## config.mk

```make
export PLATFORM = sky130hd
export DESIGN_NAME = rca_wide_seq
export DESIGN_NICKNAME = d
export VERILOG_FILES = /design/src/rtl/rca_pkg.sv /design/src/rtl/rca_nbit.sv /design/src/rtl/rca_wide_seq.sv
export SDC_FILE = /design/constraint.sdc
export NUM_CORES = 1
export LEC_CHECK = 0
export ABC_AREA = 1
export CAP_MARGIN = 20
export CORE_MARGIN = 3
export CORE_UTILIZATION = 46
export DETAILED_ROUTE_END_ITERATION = 8
export PLACE_DENSITY_LB_ADDON = 0.05
export SYNTH_ARGS = -nofsm -noshare
export SYNTH_HDL_FRONTEND = slang
export SYNTH_SLANG_ARGS = --single-unit
```

## constraint.sdc

```tcl
create_clock -name clk -period 3.7 [get_ports clk]
set_clock_uncertainty 0.2 [all_clocks]
set_input_delay 1.11 -clock clk [delete_from_list [all_inputs] [get_ports clk]]
set_output_delay 1.11 -clock clk [all_outputs]
set_load 0.03 [all_outputs]
```

## src/rtl/rca_pkg.sv

```systemverilog
// Shared definitions for the time-multiplexed wide adder.
//   rca_seq_state_t : sequencer states (IDLE, RUN, DONE)
//   RCA_DEFAULT_N   : default width of the shared ripple-carry slice
package rca_pkg;

  typedef enum logic [1:0] {
    IDLE = 2'd0,
    RUN  = 2'd1,
    DONE = 2'd2
  } rca_seq_state_t;

  localparam int RCA_DEFAULT_N = 6;

endpackage

```

## src/rtl/rca_nbit.sv

```systemverilog
// Purely combinational N-bit ripple-carry adder slice.
//   A, B : N-bit addends
//   cin  : carry in
//   sum  : N-bit sum
//   cout : carry out of the top bit
module rca_nbit
  import rca_pkg::*;
#(
  parameter int N = RCA_DEFAULT_N
) (
  input  logic [N-1:0] A,
  input  logic [N-1:0] B,
  input  logic         cin,
  output logic [N-1:0] sum,
  output logic         cout
);

  logic [N:0] carry_chain;

  assign carry_chain[0] = cin;

  for (genvar gi = 0; gi < N; gi++) begin : g_fa
    assign sum[gi]           = A[gi] ^ B[gi] ^ carry_chain[gi];
    assign carry_chain[gi+1] = (A[gi] & B[gi]) | (carry_chain[gi] & (A[gi] ^ B[gi]));
  end

  assign cout = carry_chain[N];

endmodule

```

## src/rtl/rca_wide_seq.sv

```systemverilog
// Wide (N*SLICES-bit) adder built by running one N-bit rca_nbit slice
// over SLICES consecutive cycles, with the inter-slice carry registered.
//   clk, rst : clock, synchronous active-high reset
//   start    : request, accepted only in IDLE or DONE
//   a, b     : W-bit operands, cin : carry into slice 0 (latched on accept)
//   busy     : high while slices are processed (RUN)
//   done     : one-cycle pulse when sum/cout/ovf become valid
//   sum      : W-bit result, cout : unsigned carry, ovf : signed overflow
module rca_wide_seq
  import rca_pkg::*;
#(
  parameter int N      = RCA_DEFAULT_N,
  parameter int SLICES = 4
) (
  input  logic                  clk,
  input  logic                  rst,
  input  logic                  start,
  input  logic [N*SLICES-1:0]   a,
  input  logic [N*SLICES-1:0]   b,
  input  logic                  cin,
  output logic                  busy,
  output logic                  done,
  output logic [N*SLICES-1:0]   sum,
  output logic                  cout,
  output logic                  ovf
);

  localparam int W    = N * SLICES;
  localparam int IDXW = $clog2(SLICES);
  localparam logic [IDXW-1:0] LAST_IDX = IDXW'(SLICES - 1);

  rca_seq_state_t  state_reg;
  logic [IDXW-1:0] idx_reg;
  logic [W-1:0]    op_a_reg;
  logic [W-1:0]    op_b_reg;
  logic            carry_reg;
  // Only the lower slices are stored; the top slice goes straight into sum_reg.
  logic [W-N-1:0]  work_reg;
  logic [W-1:0]    sum_reg;
  logic            cout_reg;
  logic            ovf_reg;
  logic            busy_reg;
  logic            done_reg;

  // Operand slice selection for the shared adder.
  logic [N-1:0] a_slice [SLICES];
  logic [N-1:0] b_slice [SLICES];

  for (genvar gi = 0; gi < SLICES; gi++) begin : g_slice
    assign a_slice[gi] = op_a_reg[gi*N +: N];
    assign b_slice[gi] = op_b_reg[gi*N +: N];
  end

  logic [N-1:0] s_sum;
  logic         s_cout;

  rca_nbit #(.N(N)) u_slice (
    .A    (a_slice[idx_reg]),
    .B    (b_slice[idx_reg]),
    .cin  (carry_reg),
    .sum  (s_sum),
    .cout (s_cout)
  );

  always_ff @(posedge clk) begin
    if (rst) begin
      state_reg <= IDLE;
      idx_reg   <= '0;
      op_a_reg  <= '0;
      op_b_reg  <= '0;
      carry_reg <= 1'b0;
      work_reg  <= '0;
      sum_reg   <= '0;
      cout_reg  <= 1'b0;
      ovf_reg   <= 1'b0;
      busy_reg  <= 1'b0;
      done_reg  <= 1'b0;
    end else begin
      done_reg <= 1'b0;
      case (state_reg)
        // DONE behaves like IDLE for acceptance, which gives back-to-back issue.
        IDLE, DONE: begin
          if (start) begin
            op_a_reg  <= a;
            op_b_reg  <= b;
            carry_reg <= cin;
            idx_reg   <= '0;
            busy_reg  <= 1'b1;
            state_reg <= RUN;
          end else begin
            state_reg <= IDLE;
          end
        end
        RUN: begin
          for (int i = 0; i < SLICES - 1; i++) begin
            if (idx_reg == IDXW'(i)) work_reg[i*N +: N] <= s_sum;
          end
          carry_reg <= s_cout;
          if (idx_reg == LAST_IDX) begin
            sum_reg   <= {s_sum, work_reg};
            cout_reg  <= s_cout;
            // Signed overflow: like-signed operands giving an opposite-signed result.
            ovf_reg   <= (op_a_reg[W-1] == op_b_reg[W-1]) && (s_sum[N-1] != op_a_reg[W-1]);
            done_reg  <= 1'b1;
            busy_reg  <= 1'b0;
            state_reg <= DONE;
          end else begin
            idx_reg <= idx_reg + 1'b1;
          end
        end
        default: state_reg <= IDLE;
      endcase
    end
  end

  assign busy = busy_reg;
  assign done = done_reg;
  assign sum  = sum_reg;
  assign cout = cout_reg;
  assign ovf  = ovf_reg;

endmodule
```

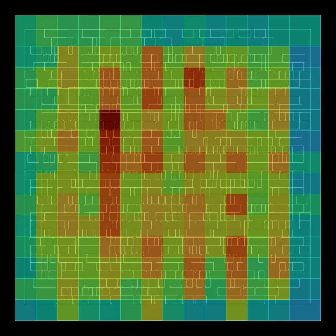
**Above:** run 1 (track usage over the die).
WL/cell: 13.2 µm
GRT met1 Usage: 25.9%
GRT Util Overall: 19.6%

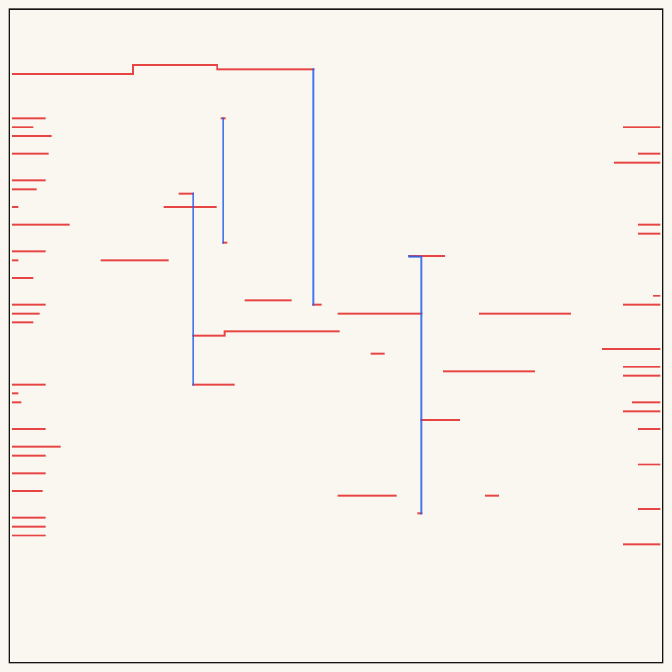
**Above:** run 1 (signal wires by layer).
Two of the layers only.
| colour | layer | wire length |
|---|---|---|
| red | metal 3 | 345 µm |
| blue | metal 4 | 126 µm |

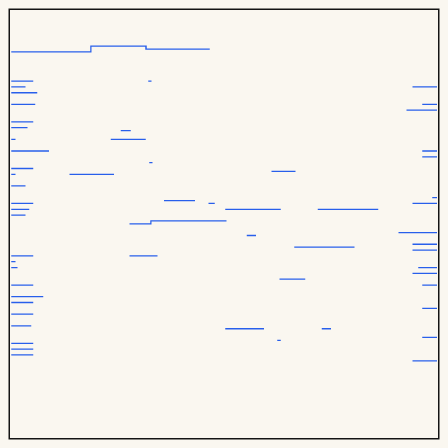
**Above:** run 1 (M3 wires).
main direction: horizontal
nets with wire on the layer: 51
wire length on this layer: 345 µm
longest straight run: 18.4 µm
share of all routed wire: 3.6%

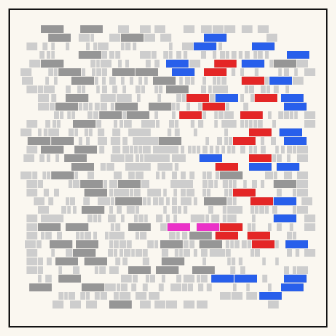
**Above:** run 1 (where the registers sit).
Other sequential cells in the stronger grey, the rest of the logic in the fainter grey.
| colour | netlist name | sequential cells |
|---|---|---|
| blue | sum | 24 |
| red | work_reg | 18 |
| magenta | state_reg | 2 |
not coloured: 55

==> out/metrics.csv, run 1 <==
metric,value,unit
critPathBufInv,6,
wirelength,9470,µm
criticalPathCategory,reg2reg,
synthArstFlopShare,0,%
maxPowerGroup,sequential cells,
flop_area,1990,µm²
path_clk_slew,0.10,ns
crit_chain,clkinvlp_4 > o21ai_2 > o22ai_2 > fa_2 > inv_2 > fa_1 > inv_1 > fa_2 > fa_2 > fa_2 > inv_2 > fa_1 > inv_2 > nand3_1 > nand3_1 > nand2_1 > inv_1,
rsz0062_at_grt,true,
logic_area,1840,µm²
hold_path.startpoint,work_reg[7],
setup_ws,0.132,ns
clock_sinks,99,
p_seq_share,52.2,%
drive_above_1_share,11.6,%
synth_seq_share,48.9,%
dp_hpwl,6570,µm
tightestPinTransition,0.591,ns
hold_path_end,sum[7],
simple_gate_area_share,24.7,%
ff_count,99,
nonClkBufAreaFrac,17.8,%
cts-resized-gates,2,
holdBufCountCts,0,
ant_nets,0,
power.internal,1.56,mW
ys_area,4060,µm²
cts_buffer_depth,2,
cp.required,3.81,ns
layout_top_cells,"133 x nor2_1, 98 x dfxtp_1, 84 x o21ai_0, 79 x clkdlybuf4s50_1, 77 x nand2_1",
finalNonFillerCells,719,
synth.avg_cell_area,7.57,µm²
vias,3553,
aoi_share,16.0,%
synthCells,536,
core_area,8380,µm²
seq_share,38.6,%
use_met3,2.43,%
grt-ovfl-total,0,
crit_start,idx_reg[0],
drc,0,
io_buffer_count,79,
ys_cells,536,
pg_clk,0.653,mW
lay_top_count,nor2_1,
dr.pass1.iters,4,
finalSetupTns,0,ns
power_sequential,1.17,mW
cts_tree,built,
rrSetupSlack,0.13,ns
status,completed,
slew_viol_final,0,
dr.max_layer_used,met4,
cp_max_fo,6,
final_cell_area,5140,µm²
clk-insertion-delay-late,0.36,ns
log.warning_count,30,
rows,33,
finalSetupViolCount,0,
clkCellAreaFrac,3.55,%
flop_cell,dfxtp_1,
pg_comb,0.416,mW
cts_made_buffers,9,
max_freq,0.280,GHz
swShare,30.2,%
well_tap_count,105,
slowest_stage,fa_1,
placed_area,4920,µm²
syn-num-nets,598,
wl_met1,4490,µm
crit_top_cell,fa_2,
largest_area_cell,dfxtp_1,
clkPwrFrac,29.2,%
worstPathArrival,3.68,ns
cts_max_level,3,
synthTopCellsByArea,"dfxtp_1 49%, nor2_1 12%, o21ai_0 11%",
grt_max_degree,70,
synth_area,4060,µm²
vdd_drop_max,0.222,mV
antenna_found_initial,0,
==> run 2, diff against run 1 <==
CAP_MARGIN = default   (was 20)
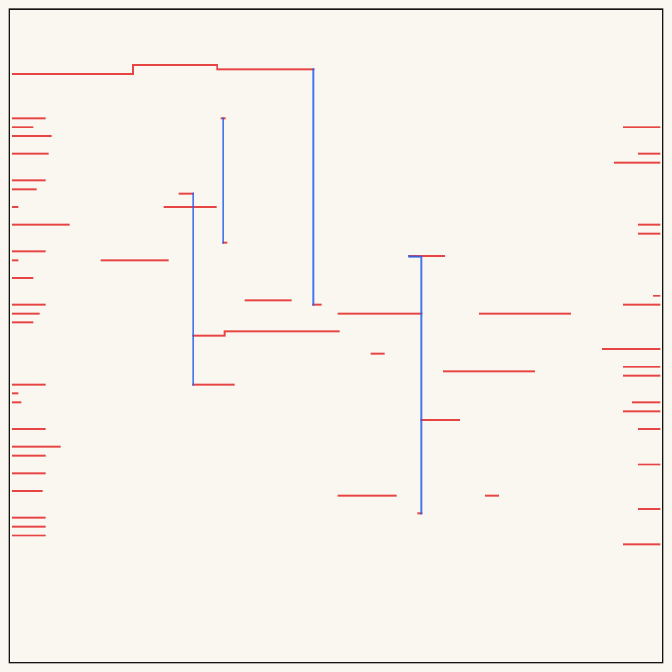
**Above:** run 2 (signal wires by layer).
Two of the layers only.
| colour | layer | wire length |
|---|---|---|
| blue | metal 4 | 126 µm |
| red | metal 3 | 345 µm |

==> run 2 against run 1 <==
Effect of this change: largest power group unchanged; clock-buffer cell count is the same; non-clock buffer count is the same; critical endpoint unchanged; hold slack is the same; die area is the same; critical path depth is the same; cell count is the same; first-iteration DRC count is the same; setup slack is the same; synthesized cell count is the same; utilization is the same; synthesized area is the same.
==> out/metrics.csv, run 2 <==
metric,value,unit,change
status,completed,,unchanged
dr.max_layer_used,met4,,unchanged
slew_viol_final,0,,unchanged
rsz0062_at_grt,true,,unchanged
finalSetupViolCount,0,,unchanged
clk-insertion-delay-late,0.36,ns,about the same
cts_buffer_depth,2,,unchanged
dr.pass1.iters,4,,unchanged
critPathBufInv,6,,unchanged
synth_area,4060,µm²,unchanged
rows,33,,unchanged
criticalPathCategory,reg2reg,,unchanged
drive_above_1_share,11.6,%,unchanged
worstPathArrival,3.68,ns,about the same
power.internal,1.56,mW,unchanged
logic_area,1840,µm²,unchanged
placed_area,4920,µm²,unchanged
power_sequential,1.17,mW,about the same
crit_chain,clkinvlp_4 > o21ai_2 > o22ai_2 > fa_2 > inv_2 > fa_1 > inv_1 > fa_2 > fa_2 > fa_2 > inv_2 > fa_1 > inv_2 > nand3_1 > nand3_1 > nand2_1 > inv_1,,unchanged
path_clk_slew,0.10,ns,about the same
synth_seq_share,48.9,%,unchanged
dp_hpwl,6570,µm,unchanged
lay_top_count,nor2_1,,unchanged
finalNonFillerCells,719,,unchanged
synthMuxAreaShare,0,%,unchanged
use_met3,2.43,%,unchanged
holdBufCountCts,0,,unchanged
p_per_area,435,nW/µm²,unchanged
crit_start,idx_reg[0],,unchanged
max_freq,0.280,GHz,unchanged
nonClkBufAreaFrac,17.8,%,unchanged
wire_per_inst,13.2,µm,unchanged
clkCellAreaFrac,3.55,%,unchanged
cts-resized-gates,2,,unchanged
fp.dieH,99.9,µm,unchanged
aoi_share,16.0,%,unchanged
synth.avg_cell_area,7.57,µm²,unchanged
pg_comb,0.416,mW,about the same
cp.required,3.81,ns,about the same
maxPowerGroup,sequential cells,,unchanged
cts_tree,built,,unchanged
antenna_found_initial,0,,unchanged
synthArstFlopShare,0,%,unchanged
flop_area,1990,µm²,unchanged
slowest_stage,fa_1,,unchanged
rrSetupSlack,0.13,ns,about the same
ff_count,99,,unchanged
grt_max_degree,70,,unchanged
simple_gate_area_share,24.7,%,unchanged
hold_path.startpoint,work_reg[7],,unchanged
gp_congestion,0.813,,unchanged
hold_path_end,sum[7],,unchanged
final_cell_area,5140,µm²,unchanged
cts_made_buffers,9,,unchanged
clock_sinks,99,,unchanged
largest_area_cell,dfxtp_1,,unchanged
log.warning_count,30,,unchanged
crit_top_cell,fa_2,,unchanged
clkPwrFrac,29.2,%,about the same
top_cell_area_share,48.9,%,unchanged
most_common_cell,nor2_1,,unchanged
layout_top_cells,"133 x nor2_1, 98 x dfxtp_1, 84 x o21ai_0, 79 x clkdlybuf4s50_1, 77 x nand2_1",,unchanged
synthCells,536,,unchanged
drc,0,,unchanged
setup_ws,0.132,ns,unchanged
ys_cells,536,,unchanged
io_buffer_count,79,,unchanged
drtIter0Drc,121,,unchanged
ant_nets,0,,unchanged
signal_buffers,94,,unchanged
swShare,30.2,%,unchanged
relSlewSlack,60.5,%,unchanged
wirelength,9470,µm,unchanged
pg_clk,0.653,mW,about the same
tightestPinTransition,0.591,ns,unchanged
seq_share,38.6,%,unchanged
gr-usage-met1,25.9,%,unchanged
wl_met1,4490,µm,unchanged
well_tap_count,105,,unchanged
grt.total_usage,19.6,%,unchanged
grt-ovfl-total,0,,unchanged
finalSetupTns,0,ns,unchanged
ys_area,4060,µm²,unchanged
core_area,8380,µm²,unchanged
cts_setup_buffers,0,,unchanged
flop_cell,dfxtp_1,,unchanged
cts_max_level,3,,unchanged
syn-num-nets,598,,unchanged
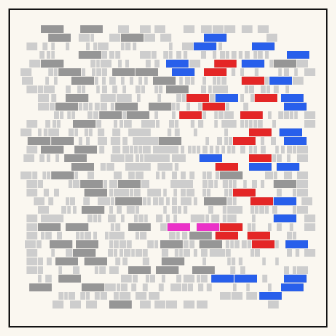
**Above:** run 2 (where the registers sit).
Other sequential cells in the stronger grey, the rest of the logic in the fainter grey.
| colour | netlist name | sequential cells |
|---|---|---|
| magenta | state_reg | 2 |
| blue | sum | 24 |
| red | work_reg | 18 |
not coloured: 55

**Run 2: pin placement**

Pins as bars across the die edge, other pins in grey.
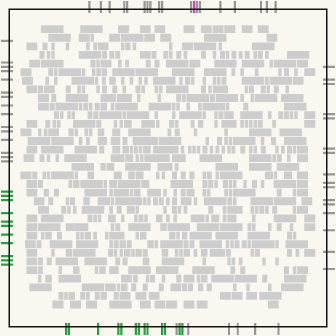

==> run 3, diff against run 2 <==
==> constraint.sdc (replaced) <==
create_clock -name clk -period 3.7 [get_ports clk]
set_clock_uncertainty 0.2 [all_clocks]
set_input_delay 0.555 -clock clk [delete_from_list [all_inputs] [get_ports clk]]
set_output_delay 0.555 -clock clk [all_outputs]
set_load 0.03 [all_outputs]
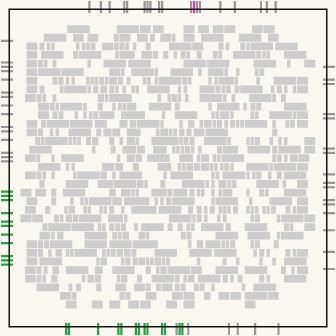
**Above:** run 3 (pin placement).
Pins as bars across the die edge, other pins in grey.
| colour | port | pins | direction | edge |
|---|---|---|---|---|
| magenta | cout | 1 | output | north |
| green | a | 24 | input | 13 south, 11 west |

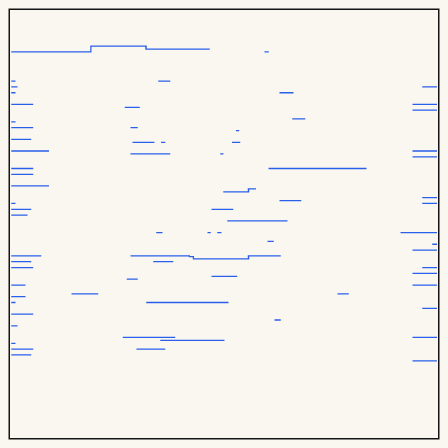
**Above:** run 3 (M3 wires).
main direction: horizontal
wire length on this layer: 410 µm

==> run 3 against run 2 <==
Effect of this change: sequential power about the same; cell count down 0.14%; critical path depth unchanged; clock power up 4.0%; register-to-register slack better by 0.02 ns; non-clock buffer count down 1; critical endpoint unchanged; final area about the same; sequential cell count unchanged.
==> out/metrics.csv, run 3 <==
metric,value,unit,change
rrSetupSlack,0.16,ns,was 0.13 ns
grt.total_usage,19.6,%,about the same
hold_path_end,sum[13],,was sum[7]
ant_nets,0,,unchanged
vdd_drop_max,0.214,mV,was 0.222 mV
crit_start,idx_reg[0],,unchanged
top_cell_area_share,48.9,%,unchanged
signal_buffers,93,,was 94
finalSetupViolCount,0,,unchanged
wire_per_inst,12.9,µm,was 13.2 µm
well_tap_count,105,,unchanged
synth_seq_share,48.9,%,unchanged
slowest_stage,fa_1,,unchanged
synth_area,4060,µm²,unchanged
synthTopCellsByArea,"dfxtp_1 49%, nor2_1 12%, o21ai_0 11%",,unchanged
status,completed,,unchanged
antenna_found_initial,0,,unchanged
p_seq_share,51.7,%,was 52.2%
logic_area,1850,µm²,was 1840 µm²
worstPathArrival,3.67,ns,was 3.68 ns
nonClkBufAreaFrac,17.4,%,was 17.8%
drtIter0Drc,152,,was 121
drc,0,,unchanged
log.warning_count,29,,was 30
simple_gate_area_share,24.7,%,unchanged
dp_hpwl,6600,µm,was 6570 µm
finalSetupTns,0,ns,unchanged
io_buffer_count,79,,unchanged
wl_met1,4110,µm,was 4490 µm
pg_clk,0.679,mW,was 0.653 mW
clock_sinks,99,,unchanged
largest_area_cell,dfxtp_1,,unchanged
criticalPathCategory,reg2reg,,unchanged
layout_top_cells,"132 x nor2_1, 97 x dfxtp_1, 82 x o21ai_0, 79 x clkdlybuf4s50_1, 77 x nand2_1",,"was 133 x nor2_1, 98 x dfxtp_1, 84 x o21ai_0, 79 x clkdlybuf4s50_1, 77 x nand2_1"
holdBufCountCts,0,,unchanged
p_per_area,439,nW/µm²,was 435 nW/µm²
syn-num-nets,598,,unchanged
relSlewSlack,52.3,%,was 60.5%
cp_max_fo,8,,was 6
synthCells,536,,unchanged
cts-resized-gates,1,,was 2
ff_count,99,,unchanged
clkCellAreaFrac,3.77,%,was 3.55%
final_cell_area,5140,µm²,about the same
clk-insertion-delay-late,0.36,ns,about the same
slew_viol_final,0,,unchanged
synth.avg_cell_area,7.57,µm²,unchanged
drive_above_1_share,11.7,%,was 11.6%
grt_max_degree,52,,was 70
hold_path.startpoint,work_reg[13],,was work_reg[7]
use_met3,2.99,%,was 2.43%
path_clk_slew,0.10,ns,about the same
cts_max_level,3,,unchanged
gp_congestion,0.799,,was 0.813
crit_chain,inv_4 > o21ai_2 > o22ai_2 > fa_1 > inv_1 > fa_1 > inv_1 > fa_2 > fa_2 > fa_2 > inv_2 > fa_1 > inv_2 > nand3_1 > nand3_1 > nand2_1 > inv_1,,was clkinvlp_4 > o21ai_2 > o22ai_2 > fa_2 > inv_2 > fa_1 > inv_1 > fa_2 > fa_2 > fa_2 > inv_2 > fa_1 > inv_2 > nand3_1 > nand3_1 > nand2_1 > inv_1
core_area,8380,µm²,unchanged
flop_area,1990,µm²,about the same
power.internal,1.58,mW,was 1.56 mW
dr.max_layer_used,met4,,unchanged
tightestPinTransition,0.714,ns,was 0.591 ns
synthMuxAreaShare,0,%,unchanged
lay_top_count,nor2_1,,unchanged
ys_area,4060,µm²,unchanged
power_sequential,1.17,mW,about the same
maxPowerGroup,sequential cells,,unchanged
critPathBufInv,6,,unchanged
grt-ovfl-total,0,,unchanged
ys_cells,536,,unchanged
flop_cell,dfxtp_1,,unchanged
pg_comb,0.413,mW,was 0.416 mW
wirelength,9290,µm,was 9470 µm
aoi_share,16.0,%,unchanged
finalNonFillerCells,718,,was 719
seq_share,38.6,%,about the same
fp.dieH,99.9,µm,unchanged
setup_ws,0.156,ns,was 0.132 ns
cp.required,3.82,ns,was 3.81 ns
gr-usage-met1,24.3,%,was 25.9%
No activity file was given, so power comes from the tool's default toggle rates.
